<file path="config.mk">
export PLATFORM = sky130hd
export DESIGN_NAME = accel_seq
export DESIGN_NICKNAME = d
export VERILOG_FILES = /design/src/rtl/accel_seq.sv
export SDC_FILE = /design/constraint.sdc
export NUM_CORES = 1
export LEC_CHECK = 0
export CORE_AREA = 2 2 199 240
export DETAILED_ROUTE_END_ITERATION = 12
export DIE_AREA = 0 0 201 242
export PLACE_DENSITY = 0.63
export REMOVE_ABC_BUFFERS = 1
export SETUP_SLACK_MARGIN = 0.02
export SLEW_MARGIN = 5
export SYNTH_ARGS = -nofsm -noshare
export SYNTH_HDL_FRONTEND = slang
export SYNTH_SLANG_ARGS = --single-unit
</file>
<file path="constraint.sdc">
create_clock -name clk -period 10.5 [get_ports clk]
set_input_delay 2.625 -clock clk [delete_from_list [all_inputs] [get_ports clk]]
set_output_delay 2.625 -clock clk [all_outputs]
set_load 0.005 [all_outputs]
</file>
<file path="src/rtl/accel_seq.sv">
// accel_seq: command-driven memory read sequencer. It fetches a 4-word
// parameter block, then streams memory words in one of two patterns:
//   STREAM  (mode 1): P0 + i, i = 0..W-1
//   IMG2COL (mode 2): P0 + (oy+ky)*W + ox + kx over all KxK windows
// The words are delivered on a ready/valid output stream through a small FIFO.
//
// Ports
//   clk, rst          : clock, synchronous active-high reset
//   start, mode,      : command strobe (accepted only in S_IDLE), command mode,
//   param_base        : and the address of the parameter block
//   mem_rd_en,        : memory read request and its address
//   mem_addr
//   mem_rd_data       : read data, returned one cycle after mem_rd_en
//   m_valid, m_ready, : output stream handshake, data word,
//   m_data, m_last    : and final-word flag
//   state             : one-hot state {FIN, IMG2COL, STREAM, PARAM, IDLE}
//   busy, done, err   : not idle / one-cycle completion pulse / command rejected
module accel_seq #(
  parameter int DATA_WIDTH = 16,
  parameter int ADDR_WIDTH = 20,
  parameter int MODE_WIDTH = 4,
  parameter int FIFO_DEPTH = 2
) (
  input  logic                  clk,
  input  logic                  rst,
  input  logic                  start,
  input  logic [MODE_WIDTH-1:0] mode,
  input  logic [ADDR_WIDTH-1:0] param_base,
  output logic                  mem_rd_en,
  output logic [ADDR_WIDTH-1:0] mem_addr,
  input  logic [DATA_WIDTH-1:0] mem_rd_data,
  output logic                  m_valid,
  input  logic                  m_ready,
  output logic [DATA_WIDTH-1:0] m_data,
  output logic                  m_last,
  output logic [4:0]            state,
  output logic                  busy,
  output logic                  done,
  output logic                  err
);

  localparam int PTR_W = $clog2(FIFO_DEPTH);
  localparam int CNT_W = PTR_W + 1;
  // Address arithmetic width: wide enough for the unwrapped (oy+ky)*W + ox + kx
  // product and for the address itself; results are truncated afterwards.
  localparam int CW = (ADDR_WIDTH > 2*DATA_WIDTH+2) ? ADDR_WIDTH : 2*DATA_WIDTH+2;

  localparam logic [4:0] S_IDLE    = 5'b00001;
  localparam logic [4:0] S_PARAM   = 5'b00010;
  localparam logic [4:0] S_STREAM  = 5'b00100;
  localparam logic [4:0] S_IMG2COL = 5'b01000;
  localparam logic [4:0] S_FIN     = 5'b10000;

  localparam logic [MODE_WIDTH-1:0] MODE_STREAM = MODE_WIDTH'(1);
  localparam logic [MODE_WIDTH-1:0] MODE_IMG    = MODE_WIDTH'(2);

  function automatic logic [ADDR_WIDTH-1:0] to_addr(input logic [DATA_WIDTH-1:0] v);
    logic [CW-1:0] ext;
    ext = CW'(v);
    return ext[ADDR_WIDTH-1:0];
  endfunction

  // Wraps modulo 2^ADDR_WIDTH: truncating the full-width sum equals the
  // modular sum of its terms.
  function automatic logic [ADDR_WIDTH-1:0] img_addr(
    input logic [DATA_WIDTH-1:0] p0, w, oy, ky, ox, kx);
    logic [CW-1:0] row, col, off;
    row = CW'(oy) + CW'(ky);
    col = CW'(ox) + CW'(kx);
    off = row * CW'(w) + col + CW'(p0);
    return off[ADDR_WIDTH-1:0];
  endfunction

  // Control state (reset)
  logic [4:0]       state_q, state_d;
  logic [2:0]       pcnt_q, pcnt_d;
  logic [DATA_WIDTH-1:0] kx_q, kx_d, ky_q, ky_d, ox_q, ox_d, oy_q, oy_d;
  logic             issue_done_q, issue_done_d;
  logic             pend_q, pend_d, pend_last_q, pend_last_d;
  logic             err_q, err_d;
  logic [PTR_W-1:0] wr_ptr_q, wr_ptr_d, rd_ptr_q, rd_ptr_d;
  logic [CNT_W-1:0] cnt_q, cnt_d;

  // Command / parameter registers (no reset needed)
  logic [MODE_WIDTH-1:0] mode_q, mode_d;
  logic [ADDR_WIDTH-1:0] base_q, base_d;
  logic [DATA_WIDTH-1:0] p0_q, p0_d, w_q, w_d, h_q, h_d;
  logic [DATA_WIDTH-1:0] kmax_q, kmax_d, oxmax_q, oxmax_d, oymax_q, oymax_d;

  // FIFO storage: {last, data}
  logic [DATA_WIDTH:0] fifo_mem [FIFO_DEPTH];

  logic in_data, is_img, fifo_push, fifo_pop, room, issue, last_issue, par_issue;
  logic [CNT_W:0] level;
  logic [DATA_WIDTH-1:0] k_in;
  logic k_bad;

  assign m_valid = (cnt_q != '0);
  assign m_data  = m_valid ? fifo_mem[rd_ptr_q][DATA_WIDTH-1:0] : '0;
  assign m_last  = m_valid ? fifo_mem[rd_ptr_q][DATA_WIDTH] : 1'b0;

  // ---- issue / flow control ----
  always_comb begin
    in_data   = state_q[2] | state_q[3];
    is_img    = state_q[3];
    fifo_push = pend_q;
    fifo_pop  = m_valid & m_ready;
    // Occupancy after this cycle's pop plus the word still in flight; counting
    // the pop is what allows one word per cycle at FIFO_DEPTH = 2.
    level     = {1'b0, cnt_q} + (CNT_W+1)'(pend_q) - (CNT_W+1)'(fifo_pop);
    room      = level < (CNT_W+1)'(FIFO_DEPTH);
    last_issue = is_img ? ((kx_q == kmax_q) && (ky_q == kmax_q) &&
                           (ox_q == oxmax_q) && (oy_q == oymax_q))
                        : (kx_q == kmax_q);
    issue     = in_data & ~issue_done_q & room;
    par_issue = state_q[1] & (pcnt_q != 3'd4);
    k_in      = mem_rd_data;
    k_bad     = (k_in == '0) | (k_in > w_q) | (k_in > h_q);
  end

  // ---- FSM: state register ----
  always_ff @(posedge clk) begin
    if (rst) state_q <= S_IDLE;
    else     state_q <= state_d;
  end

  // ---- FSM: next state ----
  always_comb begin
    state_d = state_q;
    case (state_q)
      S_IDLE:  if (start) state_d = S_PARAM;
      S_PARAM: begin
        if (pcnt_q == 3'd4) begin
          if (mode_q == MODE_STREAM)   state_d = (w_q == '0) ? S_FIN : S_STREAM;
          else if (mode_q == MODE_IMG) state_d = k_bad ? S_FIN : S_IMG2COL;
          else                         state_d = S_FIN;
        end
      end
      S_STREAM, S_IMG2COL: if (fifo_pop && m_last) state_d = S_FIN;
      S_FIN:   state_d = S_IDLE;
      default: state_d = S_IDLE;
    endcase
  end

  // ---- FSM: outputs ----
  always_comb begin
    mem_rd_en = par_issue | issue;
    mem_addr  = '0;
    if (par_issue)  mem_addr = base_q + ADDR_WIDTH'(pcnt_q);
    else if (issue) mem_addr = is_img ? img_addr(p0_q, w_q, oy_q, ky_q, ox_q, kx_q)
                                      : to_addr(p0_q) + to_addr(kx_q);
    state = state_q;
    busy  = ~state_q[0];
    done  = state_q[4];
    err   = state_q[4] & err_q;
  end

  // ---- datapath next values ----
  always_comb begin
    pcnt_d = pcnt_q;  kx_d = kx_q;  ky_d = ky_q;  ox_d = ox_q;  oy_d = oy_q;
    issue_done_d = issue_done_q;
    err_d   = err_q;
    mode_d  = mode_q;  base_d = base_q;
    p0_d    = p0_q;    w_d = w_q;  h_d = h_q;
    kmax_d  = kmax_q;  oxmax_d = oxmax_q;  oymax_d = oymax_q;
    pend_d      = issue;
    pend_last_d = issue & last_issue;
    wr_ptr_d = wr_ptr_q + PTR_W'(fifo_push);
    rd_ptr_d = rd_ptr_q + PTR_W'(fifo_pop);
    cnt_d    = cnt_q + CNT_W'(fifo_push) - CNT_W'(fifo_pop);

    case (state_q)
      S_IDLE: begin
        if (start) begin
          mode_d = mode;
          base_d = param_base;
          pcnt_d = 3'd0;
          err_d  = 1'b0;
        end
      end
      S_PARAM: begin
        if (pcnt_q != 3'd4) pcnt_d = pcnt_q + 3'd1;
        // Data for read n arrives while pcnt_q = n+1.
        case (pcnt_q)
          3'd1: p0_d = mem_rd_data;
          3'd2: w_d  = mem_rd_data;
          3'd3: h_d  = mem_rd_data;
          3'd4: begin
            kx_d = '0;  ky_d = '0;  ox_d = '0;  oy_d = '0;
            issue_done_d = 1'b0;
            oxmax_d = '0;
            oymax_d = '0;
            if (mode_q == MODE_IMG) begin
              kmax_d  = k_in - 1'b1;
              oxmax_d = w_q - k_in;
              oymax_d = h_q - k_in;
              err_d   = k_bad;
            end else if (mode_q == MODE_STREAM) begin
              kmax_d = w_q - 1'b1;
              err_d  = 1'b0;
            end else begin
              kmax_d = '0;
              err_d  = 1'b1;
            end
          end
          default: ;
        endcase
      end
      S_STREAM, S_IMG2COL: begin
        if (issue) begin
          if (last_issue) begin
            issue_done_d = 1'b1;
          end else if (!is_img) begin
            kx_d = kx_q + 1'b1;
          end else if (kx_q != kmax_q) begin
            kx_d = kx_q + 1'b1;
          end else begin
            kx_d = '0;
            if (ky_q != kmax_q) begin
              ky_d = ky_q + 1'b1;
            end else begin
              ky_d = '0;
              if (ox_q != oxmax_q) begin
                ox_d = ox_q + 1'b1;
              end else begin
                ox_d = '0;
                oy_d = oy_q + 1'b1;
              end
            end
          end
        end
      end
      default: ;
    endcase
  end

  // ---- control registers ----
  always_ff @(posedge clk) begin
    if (rst) begin
      pcnt_q <= '0;  kx_q <= '0;  ky_q <= '0;  ox_q <= '0;  oy_q <= '0;
      issue_done_q <= 1'b0;
      pend_q       <= 1'b0;
      pend_last_q  <= 1'b0;
      err_q        <= 1'b0;
      wr_ptr_q     <= '0;
      rd_ptr_q     <= '0;
      cnt_q        <= '0;
    end else begin
      pcnt_q <= pcnt_d;  kx_q <= kx_d;  ky_q <= ky_d;  ox_q <= ox_d;  oy_q <= oy_d;
      issue_done_q <= issue_done_d;
      pend_q       <= pend_d;
      pend_last_q  <= pend_last_d;
      err_q        <= err_d;
      wr_ptr_q     <= wr_ptr_d;
      rd_ptr_q     <= rd_ptr_d;
      cnt_q        <= cnt_d;
    end
  end

  // ---- command / parameter registers ----
  always_ff @(posedge clk) begin
    mode_q  <= mode_d;   base_q  <= base_d;
    p0_q    <= p0_d;     w_q     <= w_d;     h_q <= h_d;
    kmax_q  <= kmax_d;   oxmax_q <= oxmax_d; oymax_q <= oymax_d;
  end

  // ---- FIFO storage ----
  always_ff @(posedge clk) begin
    if (fifo_push) fifo_mem[wr_ptr_q] <= {pend_last_q, mem_rd_data};
  end

endmodule

</file>
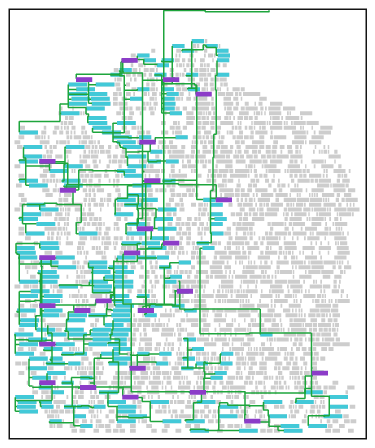
**Above:** clock wires, drivers and flops.
[green] clock wires | length: 3,520 um
[cyan] flip-flops | count: 234
[purple] cells driving clock nets | count: 26
routed clock nets: 27
Clock Power Share: 44.1%
Clk. pwr: 0.00103 W

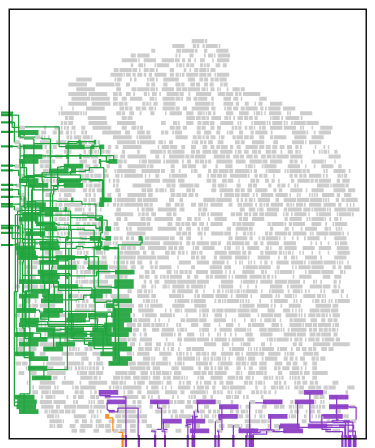
**Above:** port wiring.
| colour | port | bits | direction | edge | end cells | buffers | wire |
|---|---|---|---|---|---|---|---|
| green | mem_rd_data | 16 | input | west | 118 | 16 | 3,490 um |
| purple | param_base | 20 | input | south | 20 | 20 | 561 um |
| orange | err | 1 | output | south | 1 | 1 | 15.0 um |
IO Count: 91
port bufs: 90

==> results.txt <==
fresh numbers from the pnr run: period utilisation layout 102%, register area 0.00623 mm^2, Least-Margin Pin Slew 1.23 ns, Synth area leader edfxtp_1, f_max 93.0 MHz, top flop regs fifo_mem x34, base_q x20, Rows 87, final-report setup violation count 1, Pwr Density 94.5 mW/mm^2, initial antenna violation count 1, failing checks setup timing, Buffers, non-clock 242, count of library flops with an enable pin 154, Init Core Util 44.2%, Synth Seq Share 30.3%, Non-Filler Instances 2,980, vias in the first global route 16,178, logic share of the area 54.2%, Seq area share 25.3%, first-pass GRT wire length 89,800 um, area of the mapped netlist 0.0206 mm^2, Cell Type Count 80, capturing point of the worst reg2reg path oy_q[7]$_SDFFE_PP0P_, R2R Setup Slk 6.11 ns, slack of the critical path -0.257 ns, Crit path largest cell delay 0.53 ns, root buffer cell clkbuf_16, crit path time final 10.76 ns, number of post-CTS setup repair buffers 16, vias per std cell 5.27, Worst setup EP type output pin, status complete, but fails checks, seq_cells 234, TritonCTS buffer count 26, die area 0.0486 mm^2, CP max-delay cell fa_1, Logic area 0.0134 mm^2, Dominant comb cell adder cells, pin count of the biggest net entering global routing 51
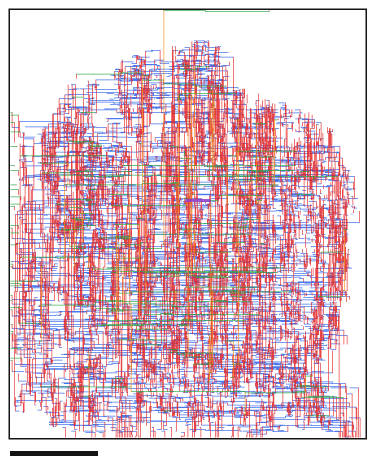
**Above:** routed metal, one colour a layer.
Scale bar: 50 um.
| colour | layer | wire length |
|---|---|---|
| green | met3 | 2,980 um |
| red | met2 | 29.5 mm |
| purple | met5 | 12.9 um |
| blue | met1 | 23.9 mm |
| orange | met4 | 1,940 um |
WL final: 58,300 um
GRT Total Usage: 23.7%
vias after detailed routing: 15,698
Routed wire per std cell: 19.6 um

## kinds of logic (layout without fill, tap and decap cells)
group	Yosys count	count (layout)
and+or+nand+nor	679	679
buffers and inverters	389	616
adders and majority gates	329	329
xor gates and xnor gates	237	237
AOI/OAI and AO/OA	236	236
DFF	234	234
muxes	25	25
other	0	1
## worst max-delay path, delay by kind of cell (launching register included)
family / cells / cell delay (ns)
AOI/OAI and AO/OA: 11 / 1.78
xor gates and xnor gates: 2 / 0.28
adders and majority gates: 9 / 3.68
buffers and inverters: 10 / 1.00
DFF: 1 / 0.36
and+or+nand+nor: 3 / 0.47
## per-layer routing
metal	vias to the layer above	global-route usage, %	share of wire (%)	wire [um]
met2	409	42.6	51	29500
li1	7386	-	-	-
met1	7789	29.3	41	23900
met3	112	2.84	5.1	2980
met5	-	0	0.021	12
met4	2	7.76	3.3	1940
## placed cells by master (no fill, tap or decap), types with 84 or more instances in the layout
| master | count |
|---|---|
| fa_1 | 181 |
| and2_1 | 88 |
| inv_1 | 313 |
| buf_4 | 142 |
| ha_1 | 134 |
| nand2_1 | 157 |
| edfxtp_1 | 154 |
| clkdlybuf4s50_1 | 84 |
| nor2_1 | 173 |
| xnor2_1 | 150 |
## power by group
group          switching, W  internal, W  total, W
Clock              0.000419     0.000609   0.00103
Sequential        0.0000245      0.00100   0.00103
Combinational      0.000136     0.000140  0.000276
Total              0.000580      0.00175   0.00233
## through the flow
| stage | power, W | setup TNS [ns] |
|---|---|---|
| after global routing | 0.00241 | -0.984 |
| after floorplan | 0.00117 | 0 |
| after CTS | 0.00235 | -0.169 |
| final | 0.00233 | -0.257 |
| after detailed placement | 0.00132 | -0.509 |
| after global placement | 0.00132 | -0.237 |
Power figures rest on the tool's default switching activity, not on a simulated workload.
